### Floorplan with the power grid, run 1

Bar = 20 um. Pins as bars on the die edge. Tap cells in grey.
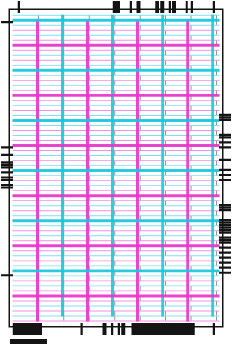
### Cells coloured by class, run 1

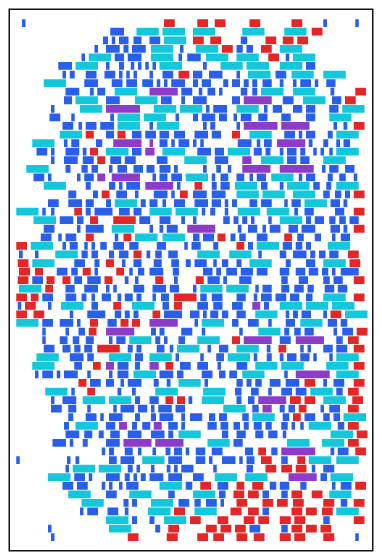
### Clock network drawn from the DEF, run 1

Bar = 20 um.
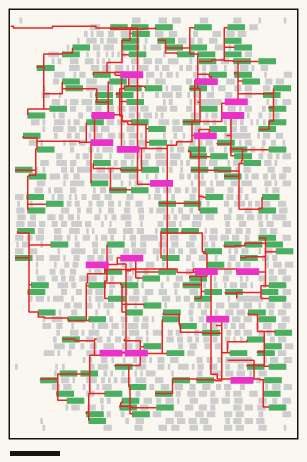
### Wiring by layer, run 1

Bar = 20 um. Only two layers are drawn.
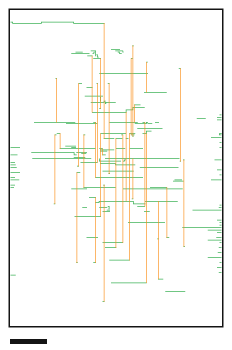
### src/rtl/wb_led_ctrl.sv
// Wishbone LED/status controller: count, PWM and static output modes.
// Define LED_IRQ_EN to enable the wrap interrupt and the CTRL.ie bit.
module wb_led_ctrl #(
   parameter int          NUM_CH    = 7,
   parameter int          CNT_W     = 20,
   parameter int          PWM_W     = 8,
   parameter logic [31:0] BASE_ADDR = 32'h3000_0000
) (
   input  logic              clk,
   input  logic              rst_n,
   input  logic              wbs_stb_i,
   input  logic              wbs_cyc_i,
   input  logic              wbs_we_i,
   input  logic [3:0]        wbs_sel_i,
   input  logic [31:0]       wbs_dat_i,
   input  logic [31:0]       wbs_adr_i,
   output logic              wbs_ack_o,
   output logic [31:0]       wbs_dat_o,
   output logic [NUM_CH-1:0] led_o,
   output logic [NUM_CH-1:0] led_oeb_o,
   output logic              irq_o
);

   logic              ack_q, ack_d;
   logic [31:0]       dat_q, dat_d;
   logic              en_q, en_d;
   logic [1:0]        mode_q, mode_d;
   logic [CNT_W-1:0]  prescale_q, prescale_d;
   logic [CNT_W-1:0]  pre_cnt_q, pre_cnt_d;
   logic [PWM_W-1:0]  pwm_cnt_q, pwm_cnt_d;
   logic [NUM_CH-1:0] out_q, out_d;
   logic [NUM_CH-1:0] cnt_q, cnt_d;
   logic [NUM_CH-1:0] led_q, led_d;
   logic [PWM_W-1:0]  duty_q [NUM_CH];
   logic [PWM_W-1:0]  duty_d [NUM_CH];

   logic              ie_q;
   logic              hit, req, wr, cfg_wr, tick;
   logic [5:0]        off;
   logic [31:0]       wmask, rdata;
   logic [NUM_CH-1:0] pwm_led;
   logic              unused_bits;

   assign hit    = (wbs_adr_i[31:8] == BASE_ADDR[31:8]);
   assign req    = wbs_stb_i & wbs_cyc_i & hit & ~ack_q;
   assign wr     = req & wbs_we_i;
   assign off    = wbs_adr_i[7:2];
   assign cfg_wr = wr & ((off == 6'd0) | (off == 6'd1));
   // A config write restarts the prescaler and suppresses this cycle's tick.
   assign tick   = en_q & ~cfg_wr & (pre_cnt_q == prescale_q);
   assign wmask  = {{8{wbs_sel_i[3]}}, {8{wbs_sel_i[2]}},
                    {8{wbs_sel_i[1]}}, {8{wbs_sel_i[0]}}};

   assign unused_bits = ^{wbs_adr_i[1:0], wbs_dat_i, wmask};

   always_comb begin
      for (int i = 0; i < NUM_CH; i++) begin
         pwm_led[i] = (pwm_cnt_q < duty_q[i]);
      end
   end

   always_comb begin
      rdata = '0;
      case (off)
         6'd0: rdata = {28'd0, ie_q, mode_q, en_q};
         6'd1: rdata[CNT_W-1:0] = prescale_q;
         6'd2: rdata[NUM_CH-1:0] = out_q;
         6'd3: begin
            rdata[NUM_CH-1:0]  = led_q;
            rdata[16 +: PWM_W] = pwm_cnt_q;
         end
         default: begin
            for (int i = 0; i < NUM_CH; i++) begin
               if (off == 6'(i + 4)) rdata[PWM_W-1:0] = duty_q[i];
            end
         end
      endcase
   end

   always_comb begin
      ack_d      = req;
      dat_d      = (req & ~wbs_we_i) ? rdata : '0;
      en_d       = en_q;
      mode_d     = mode_q;
      prescale_d = prescale_q;
      out_d      = out_q;
      for (int i = 0; i < NUM_CH; i++) duty_d[i] = duty_q[i];
      pre_cnt_d  = pre_cnt_q;
      pwm_cnt_d  = pwm_cnt_q;
      cnt_d      = cnt_q;

      if (cfg_wr) begin
         pre_cnt_d = '0;
         pwm_cnt_d = '0;
      end else if (en_q) begin
         pre_cnt_d = tick ? '0 : pre_cnt_q + CNT_W'(1);
      end
      if (tick && mode_q == 2'd0) cnt_d = cnt_q + NUM_CH'(1);
      if (tick && mode_q == 2'd1) pwm_cnt_d = pwm_cnt_q + PWM_W'(1);

      if (wr) begin
         case (off)
            6'd0: begin
               if (wbs_sel_i[0]) begin
                  en_d   = wbs_dat_i[0];
                  mode_d = wbs_dat_i[2:1];
               end
            end
            6'd1: prescale_d = (prescale_q & ~wmask[CNT_W-1:0]) |
                               (wbs_dat_i[CNT_W-1:0] & wmask[CNT_W-1:0]);
            6'd2: out_d = (out_q & ~wmask[NUM_CH-1:0]) |
                          (wbs_dat_i[NUM_CH-1:0] & wmask[NUM_CH-1:0]);
            default: begin
               for (int i = 0; i < NUM_CH; i++) begin
                  if (off == 6'(i + 4)) begin
                     duty_d[i] = (duty_q[i] & ~wmask[PWM_W-1:0]) |
                                 (wbs_dat_i[PWM_W-1:0] & wmask[PWM_W-1:0]);
                  end
               end
            end
         endcase
      end

      case (mode_q)
         2'd0:    led_d = cnt_q;
         2'd1:    led_d = pwm_led;
         default: led_d = out_q;
      endcase
   end

   always_ff @(posedge clk) begin
      if (!rst_n) begin
         ack_q      <= 1'b0;
         dat_q      <= '0;
         en_q       <= 1'b1;
         mode_q     <= 2'd0;
         prescale_q <= '1;
         pre_cnt_q  <= '0;
         pwm_cnt_q  <= '0;
         out_q      <= '0;
         cnt_q      <= '0;
         led_q      <= '0;
         for (int i = 0; i < NUM_CH; i++) duty_q[i] <= '0;
      end else begin
         ack_q      <= ack_d;
         dat_q      <= dat_d;
         en_q       <= en_d;
         mode_q     <= mode_d;
         prescale_q <= prescale_d;
         pre_cnt_q  <= pre_cnt_d;
         pwm_cnt_q  <= pwm_cnt_d;
         out_q      <= out_d;
         cnt_q      <= cnt_d;
         led_q      <= led_d;
         for (int i = 0; i < NUM_CH; i++) duty_q[i] <= duty_d[i];
      end
   end

`ifdef LED_IRQ_EN
   logic ie_d, wrap_q, wrap_d, irq_q, irq_d;

   // wrap_q delays the wrap event one cycle so irq lines up with led_o.
   always_comb begin
      ie_d = ie_q;
      if (wr && off == 6'd0 && wbs_sel_i[0]) ie_d = wbs_dat_i[3];
      wrap_d = tick & (((mode_q == 2'd0) & (cnt_q == '1)) |
                       ((mode_q == 2'd1) & (pwm_cnt_q == '1)));
      irq_d  = wrap_q & ie_q & en_q;
   end

   always_ff @(posedge clk) begin
      if (!rst_n) begin
         ie_q   <= 1'b0;
         wrap_q <= 1'b0;
         irq_q  <= 1'b0;
      end else begin
         ie_q   <= ie_d;
         wrap_q <= wrap_d;
         irq_q  <= irq_d;
      end
   end

   assign irq_o = irq_q;
`else
   assign ie_q  = 1'b0;
   assign irq_o = 1'b0;
`endif

   assign wbs_ack_o = ack_q;
   assign wbs_dat_o = dat_q;
   assign led_o     = led_q;
   assign led_oeb_o = {NUM_CH{~en_q}};

endmodule

### config.mk
export PLATFORM = sky130hd
export DESIGN_NAME = wb_led_ctrl
export DESIGN_NICKNAME = d
export VERILOG_FILES = /design/src/rtl/wb_led_ctrl.sv
export SDC_FILE = /design/constraint.sdc
export NUM_CORES = 1
export LEC_CHECK = 0
export CELL_PAD_IN_SITES_DETAIL_PLACEMENT = 1
export CELL_PAD_IN_SITES_GLOBAL_PLACEMENT = 1
export CORE_ASPECT_RATIO = 1.5
export CORE_UTILIZATION = 42
export DETAILED_ROUTE_END_ITERATION = 16
export GPL_TIMING_DRIVEN = 1
export PLACE_DENSITY_LB_ADDON = 0.25
export SYNTH_ARGS = -nofsm -noshare
export SYNTH_HDL_FRONTEND = slang
export SYNTH_SLANG_ARGS = --single-unit
### constraint.sdc
create_clock -name clk -period 2.8 [get_ports clk]
set_input_delay 0.42 -clock clk [delete_from_list [all_inputs] [get_ports clk]]
set_output_delay 0.42 -clock clk [all_outputs]
set_load 0.03 [all_outputs]
==> Slide: Implementation Results, run 1 <==
Run Summary

Run status
  • Status: finished clean

Die
  • Total die size: 19710 um^2
  • # rows: 61
  • Total I/O pin count: 121
  • FP Core Util: 0.4317

Setup path
  • CP arrival: 2.68 ns
  • Reg2reg end: pwm_cnt_q[5]$_SDFFE_PN0P_
  • Setup crit end kind: register
  • Crit path DRT: 3.09 ns
  • Critical Path Start Type: primary input

Finish
  • Ratio of cells with drive above 1 in the final layout: 0.1048
  • Area grow syn2layout: 25.88%
  • Antenna fix cells: 0
  • Top cells excl fill/tap: 153 x dfxtp_1, 109 x nand2_1, 95 x clkdlybuf4s50_1
  • Fin nets: 1123
  • Fin cells: 1263
  • Final Core Density: 0.5435

Logic synthesis
  • And-or/or-and share of the synthesized area: 0.1209
  • MUX share of area: 0.1106
  • Area leader, netlist: dfxtp_1
  • Yosys warnings: 0
  • Basic Gates by Area: 0.1987
  • Xor+xnor area frac: 0.04777
  • Mapped Cells: 875
  • Seq share, synth: 0.3810
  • Mapped cell area: 8040 um^2
  • Main logic family: simple AND/OR/NAND/NOR gates
  • Top-area cell share: 0.3810

Detailed routing
  • ANT nets after route: 0
  • Via density: 5.675
  • Drt pass-1 iters: 5

Final timing
  • Achievable Freq: 417.9 MHz
  • Cycle use final: 0.8547
  • Final Skew: 0.006404 ns
  • Rel. slew slack: 0.4937
  • Worst slew pin tran: 0.7584 ns

Power and ir drop
  • Power Total: 0.004991 W
  • Reg power frac: 0.438
  • Seq. pwr: 0.00219 W
  • Clk pwr: 0.00255 W
  • P_comb: 0.000252 W
  • Sw Ratio: 0.2230

Clock network
  • Num CTS Buffers: 17
  • Resize count post-CTS: 0
  • Setup bufs post-CTS: 0
  • Hold buffer count at cts: 0
  • Worst-path clk slew: 0.06 ns
  • TritonCTS clock tree: done
  • Latest clock arrival within the worst-skew pair: 0.43 ns
  • H-Tree Depth: 4

Min path
  • Hold-critical path depth: 2
  • Hold Crit Class: in2reg

Run
  • Tool Warnings: 41
  • Max-cap violations: 0

Placement
  • Placed Cells: 1231

Global routing
  • First-pass GRT wire length: 41.32 mm
  • Overall routing resource usage: 0.2842
  • Initial antenna violation count: 0
Back to the opening pictures, 'Floorplan with the power grid':
| net | colour |
|---|---|
| VSS | magenta |
| VDD | cyan |
met1 rails: 62
tap cells: 252
met4 straps: 8
rows: 61
signal pins: 121
Worst IR Drop VDD: 336.7 uV
Core Region: 18620 um^2
die height: 171.5 um
width of the chip: 115.0 um

Back to the opening pictures, 'Cells coloured by class':
| class | colour | cells | share of their area |
|---|---|---|---|
| other buffers and delay cells | red | 145 | 14% |
| flops | cyan | 153 | 31% |
| combinational and other logic | blue | 681 | 48% |
| clock drivers and dummy loads | purple | 32 | 6.6% |

Back to the opening pictures, 'Clock network drawn from the DEF':
[clock drivers] magenta | count: 17
[flip-flops] green | count: 153
[clock wires] red | length: 1990 um
routed clock nets: 18

Back to the opening pictures, 'Wiring by layer':
| layer | colour | wire length |
|---|---|---|
| metal 4 | orange | 1250 um |
| metal 3 | green | 982 um |

run 1: layout make-up:
type                    instances  area (um^2)
repair buffers                145         1364
multi-input cells             628         4528
clock buffers                  18        429.2
well taps                     252        315.3
flip-flops and latches        153         3063
inverters                      53        198.9
clock inverters                14        222.7
fillers                      2193         8502
run 1: per-layer routing:
metal | share of wire | global-route usage | vias up
met5 | 0 | 0 | -
met3 | 0.037 | 0.04123 | 66
met1 | 0.37 | 0.2860 | 3555
li1 | - | - | 3333
met4 | 0.047 | 0.1581 | 0
met2 | 0.55 | 0.5492 | 214
run 1: worst max-delay path by stage:
stage	slack, ns	endpoint	depth (start not counted)	startpoint
floorplan	0.73	register	6	wbs_adr_i[16]
global placement	0.05	register	8	wbs_cyc_i
detailed placement	-0.04	register	7	wbs_cyc_i
CTS	0.39	led_oeb_o[2]	3	en_q$_SDFFE_PN1P_
global route	0.26	register	8	wbs_adr_i[18]
finish	0.41	register	7	wbs_cyc_i
run 1: per-stage QoR:
| step | TNS [ns] | area [um^2] | hold WS (ns) | setup slack [ns] |
|---|---|---|---|---|
| 2_1_floorplan | 0 | 8070 | 0.4347 | 0.7339 |
| 3_3_place_gp | 0 | 9469 | 0.4434 | 0.05214 |
| 3_5_place_dp | -0.04480 | 9469 | 0.4516 | -0.03717 |
| 4_1_cts | 0 | 10120 | 0.3334 | 0.3909 |
| 5_1_grt | 0 | 10120 | 0.3521 | 0.2589 |
| 6_report | 0 | 10120 | 0.3541 | 0.4069 |
run 1: critical path: stages:
cell and delay, ns:
clkdlybuf4s50_1 0.45, nor4bb_1 0.39, and4_1 0.33, nand3_2 0.19, or3_1 0.60, nand3_1 0.20, o21ai_1 0.09
--- run 2 (diff from run 1) ---
--- a/config.mk
+++ b/config.mk
@@ -10,6 +10,7 @@
 export CORE_ASPECT_RATIO = 1.5
 export CORE_UTILIZATION = 42
 export DETAILED_ROUTE_END_ITERATION = 16
+export GPL_ROUTABILITY_DRIVEN = 0
 export GPL_TIMING_DRIVEN = 1
 export PLACE_DENSITY_LB_ADDON = 0.25
 export SYNTH_ARGS = -nofsm -noshare
### Cells coloured by class, run 2

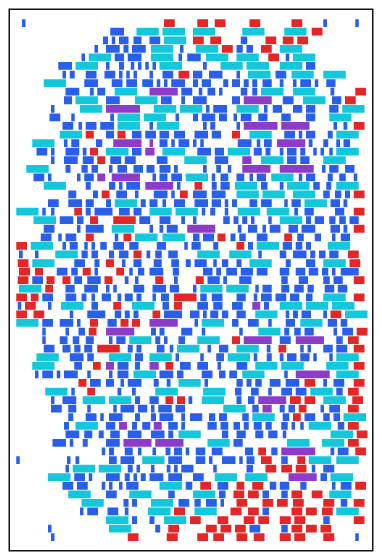
| class | colour | cells | share of their area |
|---|---|---|---|
| clock drivers and dummy loads | purple | 32 | 6.6% |
| other buffers and delay cells | red | 145 | 14% |
| flops | cyan | 153 | 31% |
| combinational and other logic | blue | 681 | 48% |
# rows: 61
Seq/total area: 0.3026
Final Core Density: 0.5435
Finished Cell Area: 10120 um^2

==> Slide: Implementation Results, run 2 <==
Run Summary

Min path
  • Hold Crit Class: in2reg

Logic synthesis
  • Top-area cell share: 0.3810
  • Main logic family: simple AND/OR/NAND/NOR gates
  • Yosys warnings: 0
  • Mapped Cells: 875
  • Mapped cell area: 8040 um^2
  • MUX share of area: 0.1106
  • Seq share, synth: 0.3810
  • Basic Gates by Area: 0.1987
  • Post-synth EDFFs: 0
  • Xor+xnor area frac: 0.04777
  • And-or/or-and share of the synthesized area: 0.1209
  • Area leader, netlist: dfxtp_1

Clock network
  • Hold buffer count at cts: 0
  • TritonCTS clock tree: done
  • Resize count post-CTS: 0
  • Worst-path clk slew: 0.06 ns
  • Setup bufs post-CTS: 0
  • Num CTS Buffers: 17
  • H-Tree Depth: 4

Run
  • Max-cap violations: 0
  • Tool Warnings: 41

Placement
  • Port-buffer cells: 96

Setup path
  • Crit path DRT: 3.09 ns
  • Slowest cell on crit path: or3_1
  • Setup crit end kind: register
  • CP max stage delay: 0.60 ns
  • Critical Path Start Type: primary input
  • Crit-path cells: clkdlybuf4s50_1 -> nor4bb_1 -> and4_1 -> nand3_2 -> or3_1 -> nand3_1 -> o21ai_1
  • CP Buf/Inv Count: 1
  • CP arrival: 2.68 ns
  • CP top delay family: simple AND/OR/NAND/NOR gates

Finish
  • Ratio of cells with drive above 1 in the final layout: 0.1048
  • Antenna fix cells: 0
  • Top cells excl fill/tap: 153 x dfxtp_1, 109 x nand2_1, 95 x clkdlybuf4s50_1
  • Fin nets: 1123
  • Area grow syn2layout: 25.88%
  • Most frequent logic cell in the layout: dfxtp_1

Final timing
  • Cycle use final: 0.8547
  • Final Skew: 0.006404 ns
  • Final tally of hold violations: 0
  • Worst slew pin tran: 0.7584 ns
  • Rel. slew slack: 0.4937
  • Fin Hold WS: 0.3541 ns
  • Achievable Freq: 417.9 MHz

Detailed routing
  • Via density: 5.675
  • ANT nets after route: 0
  • Drt pass-1 iters: 5

Power and ir drop
  • Worst IR Drop VDD: 336.7 uV
  • Power Total: 0.004991 W

Run status
  • Status: finished clean

Die
  • Width of the chip: 115.0 um
  • FP Core Util: 0.4317
  • Total I/O pin count: 121
  • Total die size: 19710 um^2

Global routing
  • First-pass GRT wire length: 41.32 mm
  • Initial antenna violation count: 0
### Wiring by layer, run 2

Bar = 20 um. Only two layers are drawn.
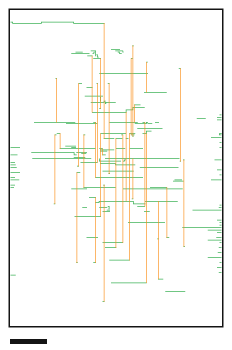
| layer | colour | wire length |
|---|---|---|
| metal 3 | green | 982 um |
| metal 4 | orange | 1250 um |
vias: 7168
overall routing resource usage: 0.2842

-- run 2: cell counts in the layout (fill, tap and decap cells not counted) --
No cell type changed its count.
-- run 2: layout make-up --
class	instances	area (um^2)
flip-flops and latches	153	3063
multi-input cells	628	4528
fillers	2193	8502
inverters	53	198.9
well taps	252	315.3
clock buffers	18	429.2
clock inverters	14	222.7
repair buffers	145	1364
-- run 2: path summary, 6_finish.rpt --
path                                                 start                   endpoint  cells after the start
worst max-delay path                             wbs_cyc_i                   register                      7
worst max register to register  pre_cnt_q[17]$_SDFFE_PP0P_  pwm_cnt_q[5]$_SDFFE_PN0P_                      6
worst min register to register                    register                   register                      2
worst min-delay path                                 rst_n                   register                      2
-- run 2: worst register-to-register path, cell delays in order, from the launching register on --
cell and delay, ns:
dfxtp_1 0.36, xnor2_1 0.37, nand4_1 0.16, nor4_2 0.40
nand3_2 0.27, or4_1 0.54, a21oi_1 0.16
-- run 2: metal layers --
metal | vias to the layer above | global-route usage | share of wire | wire, um
met5 | - | 0 | 0 | 0
met4 | 0 | 0.1581 | 0.047 | 1246
met3 | 66 | 0.04123 | 0.037 | 982
met2 | 214 | 0.5492 | 0.55 | 14620
met1 | 3555 | 0.2860 | 0.37 | 9832
li1 | 3333 | - | - | -
-- run 2: through the flow --
step	setup TNS, ns	setup slack (ns)	cells
4_1_cts	0	0.3909	1263
2_1_floorplan	0	0.7339	883
6_report	0	0.4069	1263
5_1_grt	0	0.2589	1263
3_3_place_gp	0	0.05214	1231
3_5_place_dp	-0.04480	-0.03717	1231
-- run 2: report_power, final --
part | total, W | internal (W) | switching (W)
Clock | 0.00255 | 0.00159 | 0.000965
Sequential | 0.00219 | 0.00218 | 0.00000682
Combinational | 0.000252 | 0.000111 | 0.000142
Total | 0.00499 | 0.00388 | 0.00111
### Clock network drawn from the DEF, run 2

Bar = 20 um.
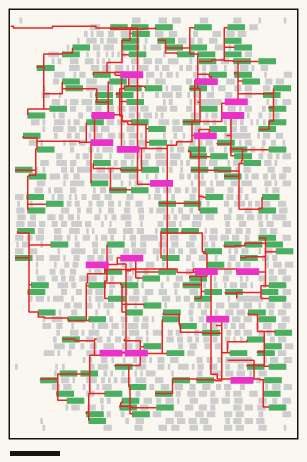

--- run 3 (diff from run 2) ---
--- a/config.mk
+++ b/config.mk
@@ -5,10 +5,11 @@
 export SDC_FILE = /design/constraint.sdc
 export NUM_CORES = 1
 export LEC_CHECK = 0
+export ABC_AREA = 1
 export CELL_PAD_IN_SITES_DETAIL_PLACEMENT = 1
 export CELL_PAD_IN_SITES_GLOBAL_PLACEMENT = 1
 export CORE_ASPECT_RATIO = 1.5
-export CORE_UTILIZATION = 42
+export CORE_UTILIZATION = 40
 export DETAILED_ROUTE_END_ITERATION = 16
 export GPL_ROUTABILITY_DRIVEN = 0
 export GPL_TIMING_DRIVEN = 1
### Clock network drawn from the DEF, run 3

Bar = 20 um.
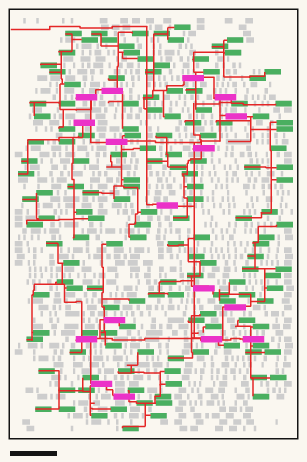
[clock drivers] magenta | count: 17
[clock wires] red | length: 2090 um
[flip-flops] green | count: 153
routed clock nets: 18
flops lie: widely spread

### Wiring by layer, run 3

Bar = 20 um. Only two layers are drawn.
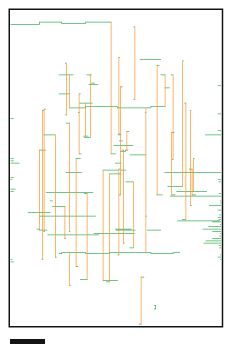
| layer | colour | wire length |
|---|---|---|
| metal 4 | orange | 1650 um |
| metal 3 | green | 767 um |

==> Slide: Implementation Results, run 3 <==
Run Summary

Finish
  • Most frequent logic cell in the layout: nand2_1
  • Fin nets: 1396
  • Ratio of cells with drive above 1 in the final layout: 0.1083
  • Fin cells: 1552
  • Final Core Density: 0.4971
  • Area grow syn2layout: 21.09%
  • Top cells excl fill/tap: 253 x nand2_1, 168 x inv_1, 159 x nor2_1
  • Fillers: 2669
  • Finished Cell Area: 10550 um^2
  • Antenna fix cells: 0

Power and ir drop
  • Top Consumer: the clock network
  • Worst IR Drop VDD: 439.0 uV
  • Power Total: 0.004937 W
  • Seq. pwr: 0.00219 W
  • Internal power: 0.003801 W
  • Reg power frac: 0.443
  • P_comb: 0.000254 W
  • Clk pwr: 0.00250 W
  • Sw Ratio: 0.2301
  • Sw Pwr: 0.001136 W
  • Comb pwr share: 0.051
  • Clock share of power: 0.506

Global routing
  • Overall routing resource usage: 0.2734
  • First-pass GRT wire length: 45.55 mm
  • Initial antenna violation count: 0

Clock network
  • Resize count post-CTS: 0
  • TritonCTS clock tree: done
  • Worst-path clk slew: 0.07 ns
  • Setup bufs post-CTS: 0
  • Num CTS Buffers: 17
  • Hold buffer count at cts: 0
  • H-Tree Depth: 4

Die
  • Total die size: 22390 um^2
  • Die height: 182.8 um
  • Width of the chip: 122.5 um
  • FP Core Util: 0.4106
  • Core Region: 21230 um^2
  • Total I/O pin count: 121
  • # rows: 65

Detailed routing
  • ANT nets after route: 0
  • Wire per inst: 18.81 um
  • Via density: 5.274
  • Drt pass-1 iters: 5

Setup path
  • Crit path to: pre_cnt_q[16]$_SDFFE_PP0P_
  • Crit path DRT: 3.13 ns
  • Critical Path Start Type: register
  • Flop-to-flop setup slack: 0.50 ns
  • Worst R2R Path Depth: 10
  • Setup crit end kind: register
  • Reg2reg end: pre_cnt_q[16]$_SDFFE_PP0P_
  • CP arrival: 2.62 ns
  • CP startpoint: en_q$_SDFFE_PN1P_
  • Worst R2R Start: en_q$_SDFFE_PN1P_

Final timing
  • Cycle use final: 0.8198
  • Sum of negative setup slack: 0 ns
  • Final tally of hold violations: 0
  • Fin Hold WS: 0.4943 ns
  • Setup WS post-layout: 0.5045 ns
  • Achievable Freq: 435.6 MHz
  • Worst slew pin tran: 0.7302 ns
  • Final Skew: 0.01522 ns
  • Rel. slew slack: 0.5126

Logic synthesis
  • Post-synth EDFFs: 0
  • Area leader, netlist: dfxtp_1
  • Seq share, synth: 0.3515
  • Yosys warnings: 0
  • Mapped cell area: 8715 um^2
  • Mapped Cells: 1175

Run status
  • Status: finished clean

Placement
  • Dpl ws: 0.1342 ns
  • Port-buffer cells: 96
  • Placed Cells: 1520

Min path
  • Hold Crit Class: reg2reg

Run
  • Tool Warnings: 41
[run 3: per-layer routing]
layer	global-route usage	share of wire	vias to the layer above	routed length (um)
li1	-	-	4021	-
met1	0.2649	0.36	3923	10550
met2	0.5299	0.56	165	16230
met3	0.04104	0.026	77	767
met4	0.1600	0.056	0	1646
met5	0	0	-	0
[run 3: worst min-delay path by stage]
stage,to,slack (ns),depth (start not counted),startpoint
CTS,wbs_dat_o[15]$_SDFF_PN0_,0.49,2,register
finish,wbs_dat_o[15]$_SDFF_PN0_,0.49,2,register
global placement,register,0.48,2,register
global route,wbs_dat_o[15]$_SDFF_PN0_,0.52,2,register
floorplan,wbs_dat_o[11]$_SDFF_PN0_,0.44,2,register
detailed placement,register,0.48,2,register
[run 3: cell families (layout without fill, tap and decap cells)]
logic type | Yosys count | count (layout) | share of synthesized area
fa+ha+maj | 52 | 52 | 0.07466
flops | 153 | 153 | 0.3515
xor+xnor | 18 | 18 | 0.01809
buf+inv | 221 | 322 | 0.1087
compound gates | 189 | 189 | 0.1698
other cells | 1 | 9 | 0.0004303
simple gates | 541 | 541 | 0.2768
[run 3: critical path, cell delays in order (launching register included)]
cell and delay, ns:
dfxtp_1 0.57, inv_2 0.21, nor2_2 0.27, nand3_1 0.14, nor2_1 0.17, nand3_1 0.19
nor2_1 0.18, inv_1 0.09, nor3_2 0.14, xor2_1 0.17, nor2_1 0.06
[run 3: area by class of cell]
type                            instances  area [um^2]  share of cell area
Multi-Input combinational cell        809         4735              0.4487
Sequential cell                       153         3063              0.2903
Timing Repair Buffer                  118         1139              0.1079
Inverter                              172        646.9             0.06130
Clock buffer                           18        439.2             0.04162
Tap cell                              268        335.3             0.03178
Clock inverter                         14        195.2             0.01850
Power is estimated from default activity; no workload was simulated.
